==> run_1/pdn.png <==
Bar = 20 um. Pins as bars on the die edge. Tap cells in gray.
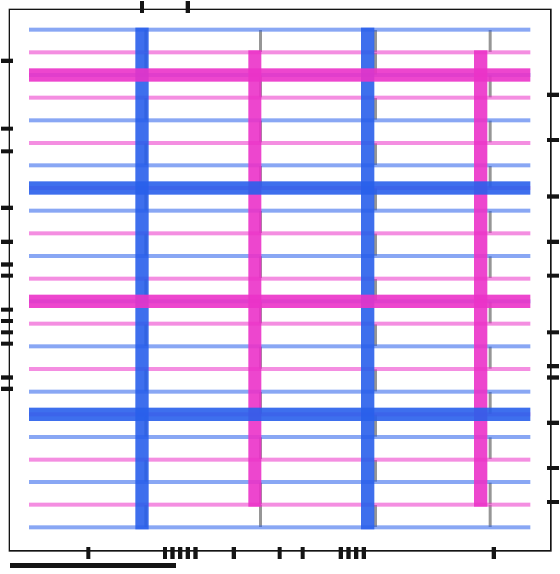
==> run_1/wire_density.png <==
The die is cut into 13 by 13 equal tiles; dark blue is low, red is high, scaled to the fullest tile. Values are wire area over tile area, all layers added.
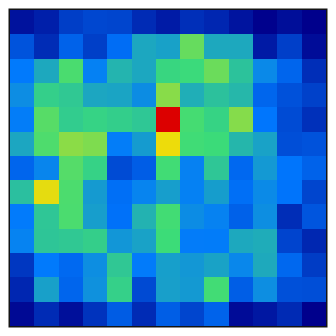
==> run_1/final_placement.png <==
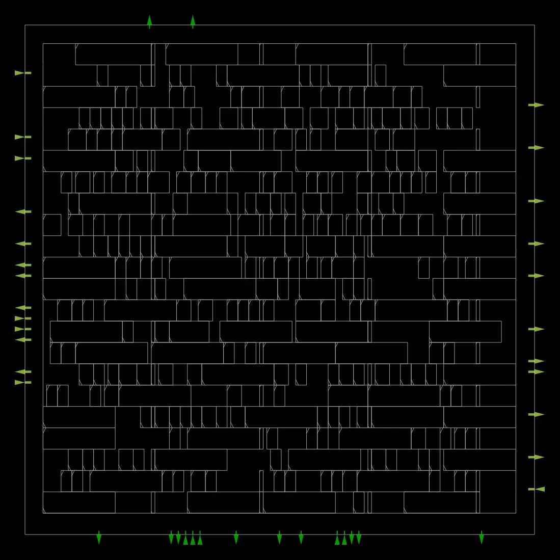
==> run_1/port_nets.png <==
Bar = 20 um.
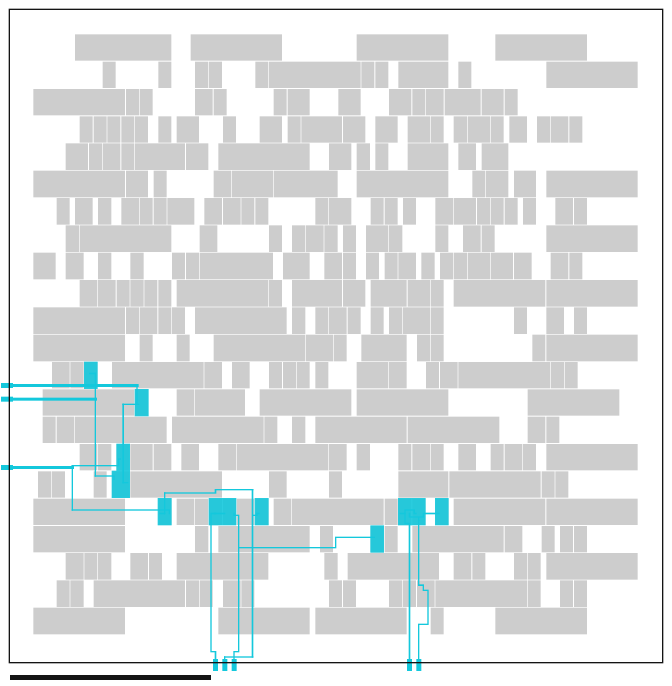
**config.mk**
```make
export PLATFORM = sky130hd
export DESIGN_NAME = prog_loader
export DESIGN_NICKNAME = d
export VERILOG_FILES = /design/src/rtl/prog_loader.sv
export SDC_FILE = /design/constraint.sdc
export NUM_CORES = 1
export LEC_CHECK = 0
export ABC_AREA = 1
export CAP_MARGIN = 20
export CORE_MARGIN = 2
export CORE_UTILIZATION = 65
export CTS_CLUSTER_DIAMETER = 150
export DETAILED_ROUTE_END_ITERATION = 10
export DONT_BUFFER_PORTS = 1
export GPL_ROUTABILITY_DRIVEN = 0
export PLACE_DENSITY = 0.77
export SYNTH_ARGS = -nofsm -noshare
export SYNTH_HDL_FRONTEND = slang
export SYNTH_SLANG_ARGS = --single-unit
```
**constraint.sdc**
```tcl
create_clock -name clk -period 2.7 [get_ports clk]
set_input_delay 0.675 -clock clk [delete_from_list [all_inputs] [get_ports clk]]
set_output_delay 0.675 -clock clk [all_outputs]
set_load 0.02 [all_outputs]
```
**src/rtl/prog_loader.sv**
```systemverilog
// Byte-stream boot loader: count byte then hi/lo byte pairs written as 16-bit words, CPU held until success.
// One write per word, the cycle after the lo byte; byte_ready depends only on state, so no stalls mid-session. Define LOADER_CHECKSUM_EN for the XOR trailer byte.
module prog_loader #(
  parameter int ADDR_W = 6,
  parameter int WORD_W = 16
) (
  input  logic              clk,
  input  logic              rst,
  input  logic              start,
  input  logic              byte_valid,
  input  logic [7:0]        byte_data,
  output logic              byte_ready,
  output logic              inst_we,
  output logic [ADDR_W-1:0] inst_addr,
  output logic [WORD_W-1:0] inst_wdata,
  output logic              cpu_hold,
  output logic              busy,
  output logic              done,
  output logic              err
);

`ifdef LOADER_CHECKSUM_EN
  typedef enum logic [2:0] {IDLE, COUNT, HI, LO, CHK, FIN, ERR} state_t;
`else
  typedef enum logic [2:0] {IDLE, COUNT, HI, LO, FIN, ERR} state_t;
`endif

  localparam int unsigned MAX_WORDS = 32'd1 << ADDR_W;

  state_t            state_q, state_d;
  logic [7:0]        n_words;
  logic [ADDR_W-1:0] word_idx;
  logic [7:0]        hi_q;
  logic              accept;
  logic              count_bad;
  logic              last_word;
`ifdef LOADER_CHECKSUM_EN
  logic [7:0]        csum_q;
`endif

`ifdef LOADER_CHECKSUM_EN
  assign byte_ready = (state_q == COUNT) || (state_q == HI) || (state_q == LO) || (state_q == CHK);
`else
  assign byte_ready = (state_q == COUNT) || (state_q == HI) || (state_q == LO);
`endif

  assign accept    = byte_valid && byte_ready;
  assign count_bad = (byte_data == 8'd0) || (32'(byte_data) > MAX_WORDS);
  assign last_word = (32'(word_idx) + 32'd1) == 32'(n_words);
  // The final write pulse lands in the first FIN/CHK cycle, so it extends busy.
  assign busy      = byte_ready || inst_we;

  always_ff @(posedge clk or negedge rst) begin
    if (!rst) state_q <= IDLE;
    else      state_q <= state_d;
  end

  always_comb begin
    state_d = state_q;
    case (state_q)
      IDLE, FIN, ERR: if (start) state_d = COUNT;
      COUNT:          if (accept) state_d = count_bad ? ERR : HI;
      HI:             if (accept) state_d = LO;
`ifdef LOADER_CHECKSUM_EN
      LO:             if (accept) state_d = last_word ? CHK : HI;
      CHK:            if (accept) state_d = (byte_data == csum_q) ? FIN : ERR;
`else
      LO:             if (accept) state_d = last_word ? FIN : HI;
`endif
      default:        state_d = IDLE;
    endcase
  end

  always_ff @(posedge clk or negedge rst) begin
    if (!rst) begin
      n_words    <= '0;
      word_idx   <= '0;
      hi_q       <= '0;
      inst_we    <= 1'b0;
      inst_addr  <= '0;
      inst_wdata <= '0;
      cpu_hold   <= 1'b1;
      done       <= 1'b0;
      err        <= 1'b0;
`ifdef LOADER_CHECKSUM_EN
      csum_q     <= '0;
`endif
    end else begin
      inst_we <= 1'b0;
      case (state_q)
        IDLE, FIN, ERR: begin
          if (start) begin
            word_idx <= '0;
            done     <= 1'b0;
            err      <= 1'b0;
            cpu_hold <= 1'b1;
`ifdef LOADER_CHECKSUM_EN
            csum_q   <= '0;
`endif
          end
        end
        COUNT: begin
          if (accept) begin
            n_words <= byte_data;
            if (count_bad) err <= 1'b1;
          end
        end
        HI: begin
          if (accept) begin
            hi_q <= byte_data;
`ifdef LOADER_CHECKSUM_EN
            csum_q <= csum_q ^ byte_data;
`endif
          end
        end
        LO: begin
          if (accept) begin
            inst_we    <= 1'b1;
            inst_addr  <= word_idx;
            inst_wdata <= {hi_q, byte_data};
`ifdef LOADER_CHECKSUM_EN
            csum_q     <= csum_q ^ byte_data;
            if (!last_word) word_idx <= word_idx + ADDR_W'(1);
`else
            if (!last_word) begin
              word_idx <= word_idx + ADDR_W'(1);
            end else begin
              done     <= 1'b1;
              cpu_hold <= 1'b0;
            end
`endif
          end
        end
`ifdef LOADER_CHECKSUM_EN
        CHK: begin
          if (accept) begin
            if (byte_data == csum_q) begin
              done     <= 1'b1;
              cpu_hold <= 1'b0;
            end else begin
              err      <= 1'b1;
            end
          end
        end
`endif
        default: ;
      endcase
    end
  end

endmodule
```
==> flow_summary.json, run 1 <==
{
  "run_status": "complete, no violations",
  "drive_gt1_frac": 0.126,
  "hold_buffers": 0,
  "final_cell_mix": "nand2_1, dfrtp_1, o21ai_0",
  "yosysWarningCount": 0,
  "seq_share": 0.500,
  "design_area_mm2": 0.00255,
  "antenna_left": 0,
  "lay_top_count": "nand2_1",
  "finalClockPeriodUsage": 0.796,
  "ff2ff_path_depth": 13,
  "grt_pass1_vias": 1791,
  "netlist-cell-type-count": 27,
  "htreeDepth": 2,
  "dr.pass1.iters": 4,
  "placement.cell_area_mm2": 0.00246,
  "ys_cells": 297,
  "synthesis.nets": 310,
  "initial_utilization": 0.669,
  "grt_pass1_wl_um": 8130,
  "largest_class": "registers",
  "dp_slack_ps": 883,
  "tool_warnings": 26,
  "comb_share": 0.393,
  "die-area_mm2": 0.00422,
  "n_all_inverters": 30,
  "crit_fanout": 7,
  "drc_errors": 0,
  "ff_type": "dfrtp_1",
  "worst_setup_path_start_kind": "register",
  "placedCellCount": 341,
  "clk_latency_ps": 310,
  "p_per_area_mw_per_mm2": 1040,
  "antenna_found_initial": 0,
  "criticalPathCategory": "register to output port",
  "netlist_instances": 297,
  "worst_ep_required_time_ps": 2030,
  "cp.arrival_ps": 1480,
  "post_cts_resized": 0,
  "edf_count": 0,
  "finalPower_mw": 2.65,
  "layout_setup_ws_ps": 550,
  "setup_violations": 0,
  "ys_area_mm2": 0.00241,
  "worst_pin_slew_ps": 479,
  "cts_buffers": 5,
  "clk_pin_slew_ps": 100,
  "clockBufferDepth": 2,
  "regArea_mm2": 0.00128
}
## Picture notes: pdn.png
VDD: marked magenta. VSS: marked blue.
The core has 22 rows. 48 tap cells. 40 signal pins sit on the boundary.
Die W: 64.9 um
Die Ht: 64.9 um

## Picture notes: wire_density.png
The mean over all tiles is 0.18. The densest ninth of the die: left middle. The fullest tile reaches 0.60. 12% of the tiles are over half the peak. 2.4% of the tiles are nearly empty.
WL/cell: 13.5 um
Routed WL: 4700 um
GRT Overall Usage: 0.254
via count: 1871

## Picture notes: final_placement.png
Rows: 22
Filler cells: 271
Flops: 51
Post-Layout Cell Count: 349

## Picture notes: port_nets.png
byte_data: marked cyan, bits 8, direction input, edge 5 bottom, 3 left, end cells 12, buffers 0, wire 186 um.
I/O pin cnt: 40
IO Port Bufs: 0

run 1: registers in the layout, indices dropped and copies added (netlist names):
name and cells:
n_words 8, err 1, hi_q 8, done 1, inst_addr 6, inst_wdata 16, cpu_hold 1, state_q 3
word_idx 6, inst_we 1
run 1: synthesized netlist by cell type (2+ instances only):
| cell | n |
|---|---|
| o21ai_0 | 32 |
| nand3_2 | 2 |
| dfrtp_1 | 50 |
| nand2_2 | 11 |
| clkbuf_1 | 3 |
| nand3b_1 | 3 |
| nor3_1 | 2 |
| nand3_1 | 14 |
| inv_2 | 4 |
| nor2_2 | 6 |
| inv_1 | 25 |
| a21oi_1 | 3 |
| nand2_1 | 115 |
| nor2_1 | 8 |
| buf_2 | 2 |
| nand4_1 | 6 |
run 1: critical path, stage by stage (launching register included):
cell and delay (ps):
dfrtp_1 370, inv_2 100, a21oi_1 430, or2_2 260
run 1: routing by layer:
layer | vias to the layer above | global-route usage | part of all wire | wire [um]
li1 | 943 | - | - | -
met1 | 867 | 0.342 | 0.47 | 2220
met2 | 46 | 0.390 | 0.46 | 2150
met3 | 15 | 0.0521 | 0.039 | 185
met4 | 0 | 0.133 | 0.030 | 139
met5 | - | 0 | 0 | 0
run 1: cells by family (layout without fill, tap and decap cells):
family                     after synthesis  after routing  share of synthesized area
and+or+nand+nor                        172            172                      0.329
DFF                                     51             51                      0.529
AOI/OAI and AO/OA                       37             37                     0.0772
adders and majority gates                1              1                    0.00518
buffers and inverters                   35             39                     0.0555
xor gates and xnor gates                 1              1                    0.00363
run 1: power breakdown:
part | switching (mW) | leakage, nW | internal (mW)
sequential | 0.370 | 0.661 | 1.05
clock | 0.269 | 0.0461 | 0.187
combinational | 0.501 | 0.619 | 0.275
total | 1.14 | 1.33 | 1.51
==> run_1/cell_classes.png <==
Fill, decap, tap and diode cells in gray.
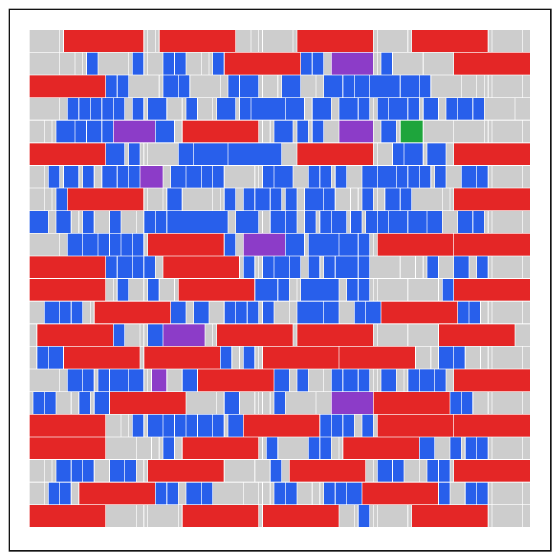

==> run 2: changes to the inputs <==
Settings changed: CORE_UTILIZATION 65 to 62, PLACE_DENSITY 0.77 to 0.74.
Clock period 2.7 ns to 2.1 ns, I/O delays scaled along.
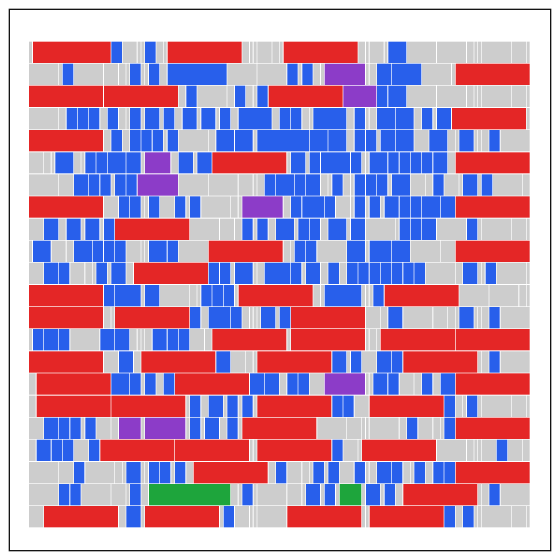
(run_2/cell_classes.png)
Fill, decap, tap and diode cells in gray.
flops: marked red, cells 51, share of their area 51%. other buffers and delay cells: marked green, cells 2, share of their area 1.4%. clock drivers and dummy loads: marked purple, cells 8, share of their area 3.8%. all other logic: marked blue, cells 241, share of their area 44%.
core area: 0.00369 mm^2
Seq area share: 0.494
Util after Layout: 0.701
Finished Cell Area: 0.00259 mm^2

==> run 2 against run 1 <==
Critical path depth unchanged. Worst setup slack worse by 360 ps. Critical endpoint unchanged. Hold slack worse by 1.9 ps.
==> flow_summary.json, run 2 <==
{
  "finalClockPeriodUsage": 0.910,
  "ys_cells": 297,
  "clk_pin_slew_ps": 100,
  "top_register": "inst_wdata",
  "wirelength_um": 4780,
  "crit_fanout": 7,
  "clk_latency_ps": 320,
  "grt_busiest_layer": "met2",
  "wl_met1_um": 2200,
  "cp_slowest_cell": "dfrtp_1",
  "worst_setup_path_start_kind": "register",
  "largest_registers": "inst_wdata: 16 flops, hi_q: 8 flops, n_words: 8 flops",
  "slowest_delay_ps": 390,
  "combPwrFrac": 0.300,
  "ios": 40,
  "largest_register_ffs": 16,
  "die-area_mm2": 0.00441,
  "drive_gt1_frac": 0.132,
  "routed-wl-met3_um": 245,
  "clock_power_share": 0.174,
  "num_vias": 1862,
  "netlist_instances": 297,
  "placement.cell_area_mm2": 0.00246,
  "synthesis.nets": 310,
  "netlist-cell-type-count": 27,
  "initial_utilization": 0.654,
  "setup_violations": 0,
  "intPower_mw": 1.96,
  "swShare": 0.437,
  "lay_top_count": "nand2_1",
  "run_status": "complete, no violations",
  "io_buffers": 0,
  "routed.top_layer": "met4",
  "worst_ep_required_time_ps": 1570,
  "antenna_left": 0,
  "criticalPathCategory": "register to output port",
  "track_usage": 0.243,
  "dr.pass1.iters": 4,
  "common_cells": "nand2_1, dfrtp_1, o21ai_0",
  "layout_setup_ws_ps": 190,
  "sequentialPowerShare": 0.525,
  "yosysMostFrequentCell": "nand2_1",
  "worst_pin_slew_ps": 455,
  "ff2ff_path_depth": 12,
  "finalPower_mw": 3.47,
  "die_y_um": 66.4,
  "grt_use_met3": 0.0733,
  "edf_count": 0,
  "dp_slack_ps": 282,
  "num_rows": 22,
  "gr-usage-met2": 0.386,
  "cts_buffers": 5
}
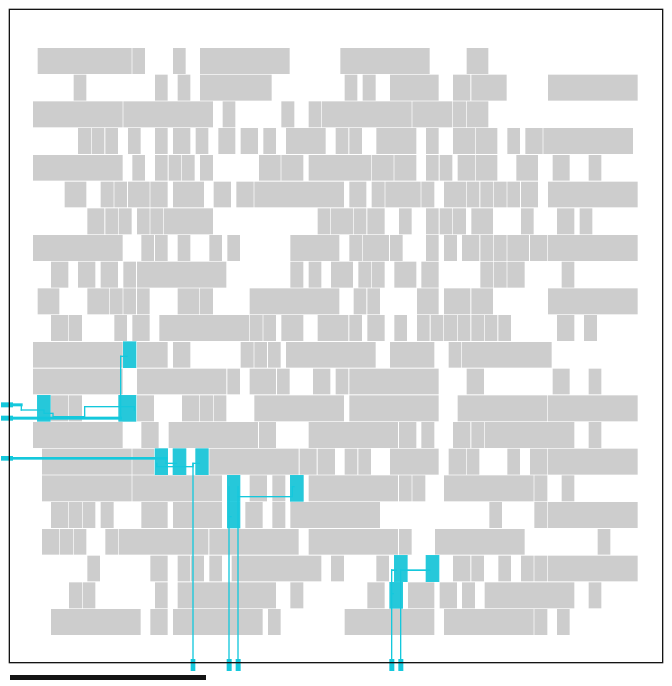
(run_2/port_nets.png)
Bar = 20 um.
byte_data: marked cyan, bits 8, direction input, edge 5 bottom, 3 left, end cells 12, buffers 0, wire 138 um.

[run 2: cell count changes in the layout (fill, tap and decap cells not counted), sizes merged]
cell,previous run,this run
inv,30,31
buf,1,2
clkinv,2,1
[run 2: repair_timing]
item | CTS | global route
gates resized | 0 | 1
hold endpoints to repair | 50 | 0
hold buffers | 1 | 0
setup endpoints to repair | 0 | 1
[run 2: final cells by class]
cell class / instances / area, um^2
Sequential cell: 51 / 1280
Fill cell: 301 / 1100
Multi-Input combinational cell: 211 / 1010
Inverter: 30 / 113
Clock buffer: 5 / 68.8
Tap cell: 48 / 60.1
Timing Repair Buffer: 2 / 35.0
Clock inverter: 3 / 27.5
[run 2: power groups by stage]
| stage | Clock, mW | Combinational [mW] | Sequential (mW) |
|---|---|---|---|
| 2_1_floorplan | 0 | 0.855 | 1.77 |
| 3_3_place_gp | 0 | 0.975 | 1.84 |
| 3_5_place_dp | 0 | 1.01 | 1.84 |
| 4_1_cts | 0.619 | 1.04 | 1.82 |
| 5_1_grt | 0.652 | 1.21 | 1.87 |
| 6_report | 0.606 | 1.04 | 1.83 |
[run 2: per-stage QoR]
step,std cells,util
floorplan,297,-
global placement,341,0.667
detailed placement,341,0.667
CTS,350,0.700
global route,350,0.701
finish,350,0.701
[run 2: kinds of logic after synthesis]
logic type	after synthesis	synth area share
AND-OR/OR-AND	37	0.0772
XOR/XNOR	1	0.00363
adder cells (fa/ha/maj)	1	0.00518
buffers and inverters	35	0.0555
flip-flops	51	0.529
AND/OR/NAND/NOR	172	0.329
[run 2: worst max-delay path, delay by kind of cell (launching register included)]
kind            cells  cell delay, ps
compound gates      1             150
simple gates        1             360
flops               1             390
buf+inv             1             170
==> run_2/final_placement.png <==
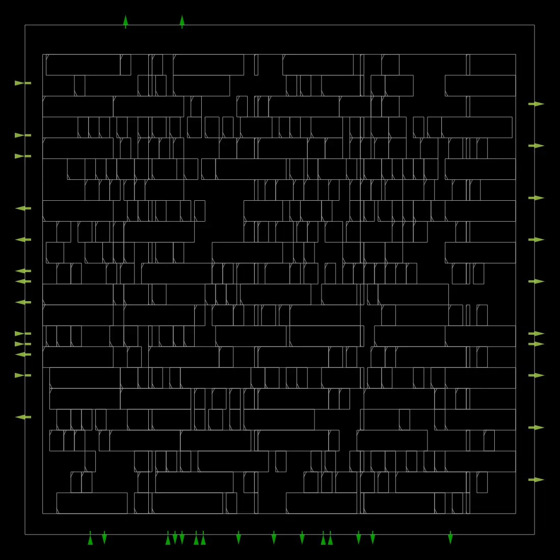

==> run 3: changes to the inputs <==
Settings changed: CORE_UTILIZATION 62 to 41, PLACE_DENSITY 0.74 to 0.51.
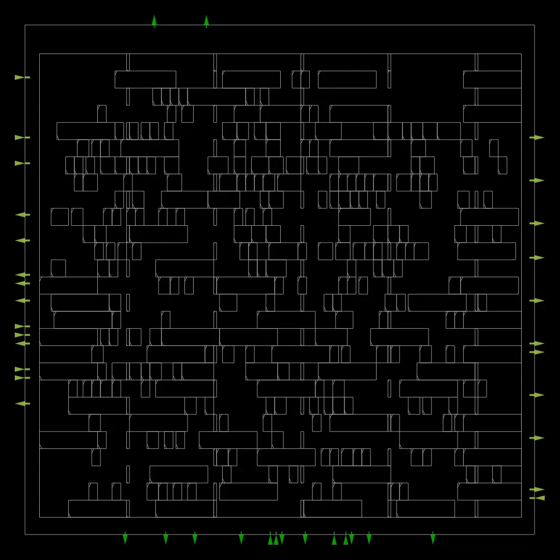
(run_3/final_placement.png)
Rows: 27
Post-Layout Cell Count: 376

==> run 3 against run 2 <==
Die size grew 48%. Worst setup slack gained 82 ps. Critical path type unchanged. Total power shrank 0.56%. Utilization shrank 23 points. Synthesized cell count is the same.
==> flow_summary.json, run 3 <==
{
  "run_status": "complete, no violations",
  "p_leak_nw": 1.35,
  "drc_errors": 0,
  "skew_ps": 4.76,
  "layout_setup_ws_ps": 272,
  "worst_ep_required_time_ps": 1570,
  "setup_violations": 0,
  "num_vias": 1822,
  "netlist-cell-type-count": 27,
  "grt_start_max_net_pins": 51,
  "cp_cell_sequence": "inv_2 -> a21oi_1 -> or2_2",
  "ios": 40,
  "post_cts_resized": 0,
  "worst_setup_path_start_kind": "register",
  "hold_path_class": "primary input to asynchronous set/reset pin",
  "io_buffers": 0,
  "rsz0062_at_grt": "no",
  "worst_pin_slew_ps": 450,
  "placedCellCount": 367,
  "grt_pass1_wl_um": 9090,
  "wl_per_cell_um": 14.2,
  "first_iter_violations": 110,
  "drv_slew": 0,
  "initial_utilization": 0.430,
  "criticalPathCategory": "register to output port",
  "synthesis.nets": 310,
  "common_cells": "nand2_1, dfrtp_1, o21ai_0",
  "tns_ps": 0,
  "syn_to_final_growth_pct": 8.66,
  "maxSlewHeadroom": 0.699,
  "yosys.area.top_type": "dfrtp_1",
  "slowest_delay_ps": 400,
  "max_freq_ghz": 0.547,
  "antenna_left": 0,
  "drive_gt1_frac": 0.132,
  "yosysWarningCount": 0,
  "cts_buffers": 5,
  "dp_slack_ps": 339,
  "crit_fanout": 7,
  "ff_type": "dfrtp_1",
  "clk_pin_slew_ps": 90,
  "finalClockPeriodUsage": 0.871,
  "top_cell_area_share": 0.518,
  "p_per_area_mw_per_mm2": 1320,
  "dr.pass1.iters": 4,
  "cp_slowest_cell": "dfrtp_1",
  "ys_cells": 297,
  "placement.cell_area_mm2": 0.00250,
  "grt_pass1_vias": 1866,
  "final_cell_mix": "nand2_1, dfrtp_1, o21ai_0",
  "design_area_mm2": 0.00262,
  "antenna_found_initial": 0,
  "largest_register_ffs": 16,
  "ys_seq_elements": 51,
  "hold_slack_ps": 54.3,
  "layout.nets": 316,
  "cp.arrival_ps": 1300,
  "fin_util": 0.468,
  "cts_root_buf": "clkbuf_8",
  "critPathTopFamily": "flip-flops",
  "yosysMostFrequentCell": "nand2_1",
  "cts_setup_buffers": 0,
  "track_usage": 0.187,
  "wirelength_um": 5350,
  "hpwl_um": 3750,
  "syn_area_per_cell_um2": 8.13,
  "cp-end-kind": "output port",
  "lay_top_count": "nand2_1",
  "clockBufferDepth": 2,
  "cp_num_buf_inv": 1,
  "cts_sinks": 51,
  "yosys-top-cells-area": "dfrtp_1, nand2_1, o21ai_0",
  "die-area_mm2": 0.00652,
  "clk_latency_ps": 300,
  "synth_area_mm2": 0.00241,
  "n_antenna_cell": 0,
  "hold_buffers": 1,
  "edf_count": 0,
  "synthArstFlopShare": 1.00,
  "top_register": "inst_wdata",
  "tool_warnings": 26,
  "netlist_instances": 297,
  "finalPower_mw": 3.45,
  "ys_area_mm2": 0.00241,
  "cap_violations": 0,
  "largest_registers": "inst_wdata: 16 flops, hi_q: 8 flops, n_words: 8 flops",
  "htreeDepth": 2
}
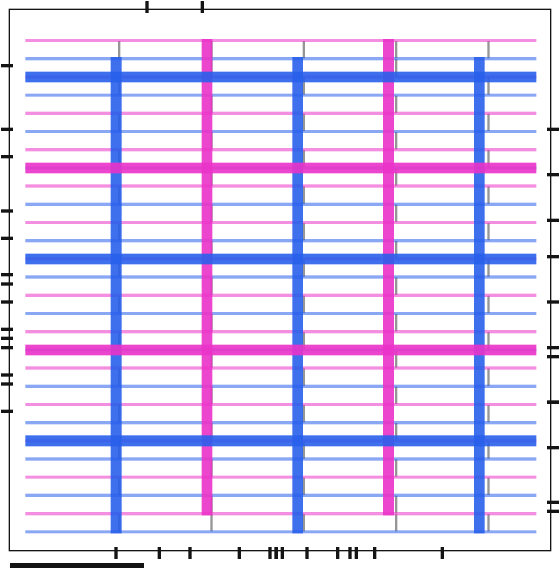
(run_3/pdn.png)
Bar = 20 um. Pins as bars on the die edge. Tap cells in gray.
VDD: marked magenta. VSS: marked blue.
5 straps on met5. 28 met1 rails follow the rows. 40 signal pins sit on the boundary. The core has 27 rows. 5 straps on met4.
Peak VDD IR: 0.574 mV
Die W: 80.7 um
core area: 0.00561 mm^2
Die Ht: 80.7 um

==> run 3: netlist changes by cell type in the layout (fill, tap and decap cells not counted) <==
cell / before / now
a21oi_1: 2 / 3
a21oi_2: 1 / 0
buf_4: 1 / 3
clkbuf_1: 0 / 1
clkinv_4: 0 / 2
clkinvlp_4: 1 / 0
inv_6: 1 / 0
inv_8: 1 / 0
==> run 3: kinds of logic (layout without fill, tap and decap cells) <==
logic type / Yosys count / count (layout) / share of synthesized area
AND/OR/NAND/NOR: 172 / 172 / 0.329
flip-flops: 51 / 51 / 0.529
AND-OR/OR-AND: 37 / 37 / 0.0772
XOR/XNOR: 1 / 1 / 0.00363
adder cells (fa/ha/maj): 1 / 1 / 0.00518
buffers and inverters: 35 / 42 / 0.0555
==> run 3: path summary, 6_finish.rpt <==
kind                        startpoint              to  slack (ps)  depth (start not counted)
setup / recovery            state_q[0]            busy         270                          3
hold / removal                     rst        cpu_hold          50                          0
setup reg to reg           word_idx[0]            done         330                         13
hold reg to reg                hi_q[7]  inst_wdata[15]         480                          2
max in group asynchronous          rst         inst_we        1820                          1
min in group clk                 start        cpu_hold         380                          2
==> run 3: cell type report <==
class,instances,area [um^2]
clock buffer,6,72.6
clock inverter,2,17.5
fill,595,2990
inverter,30,113
multi-input combinational,211,1000
sequential,51,1280
tap,72,90.1
timing repair buffer,4,50.0
==> run 3: report_power, final <==
group          leakage [nW]  total, mW  switching (mW)  internal [mW]
Sequential            0.661       1.82           0.471           1.35
Combinational         0.641       1.06           0.679          0.378
Clock                0.0454      0.579           0.339          0.240
==> run 3: per-layer routing <==
layer | GRT usage | routed length (um)
met1 | 0.240 | 2550
met2 | 0.297 | 2330
met3 | 0.0562 | 346
met4 | 0.0712 | 125
met5 | 0 | 0
No activity file was given, so power comes from the tool's default toggle rates.
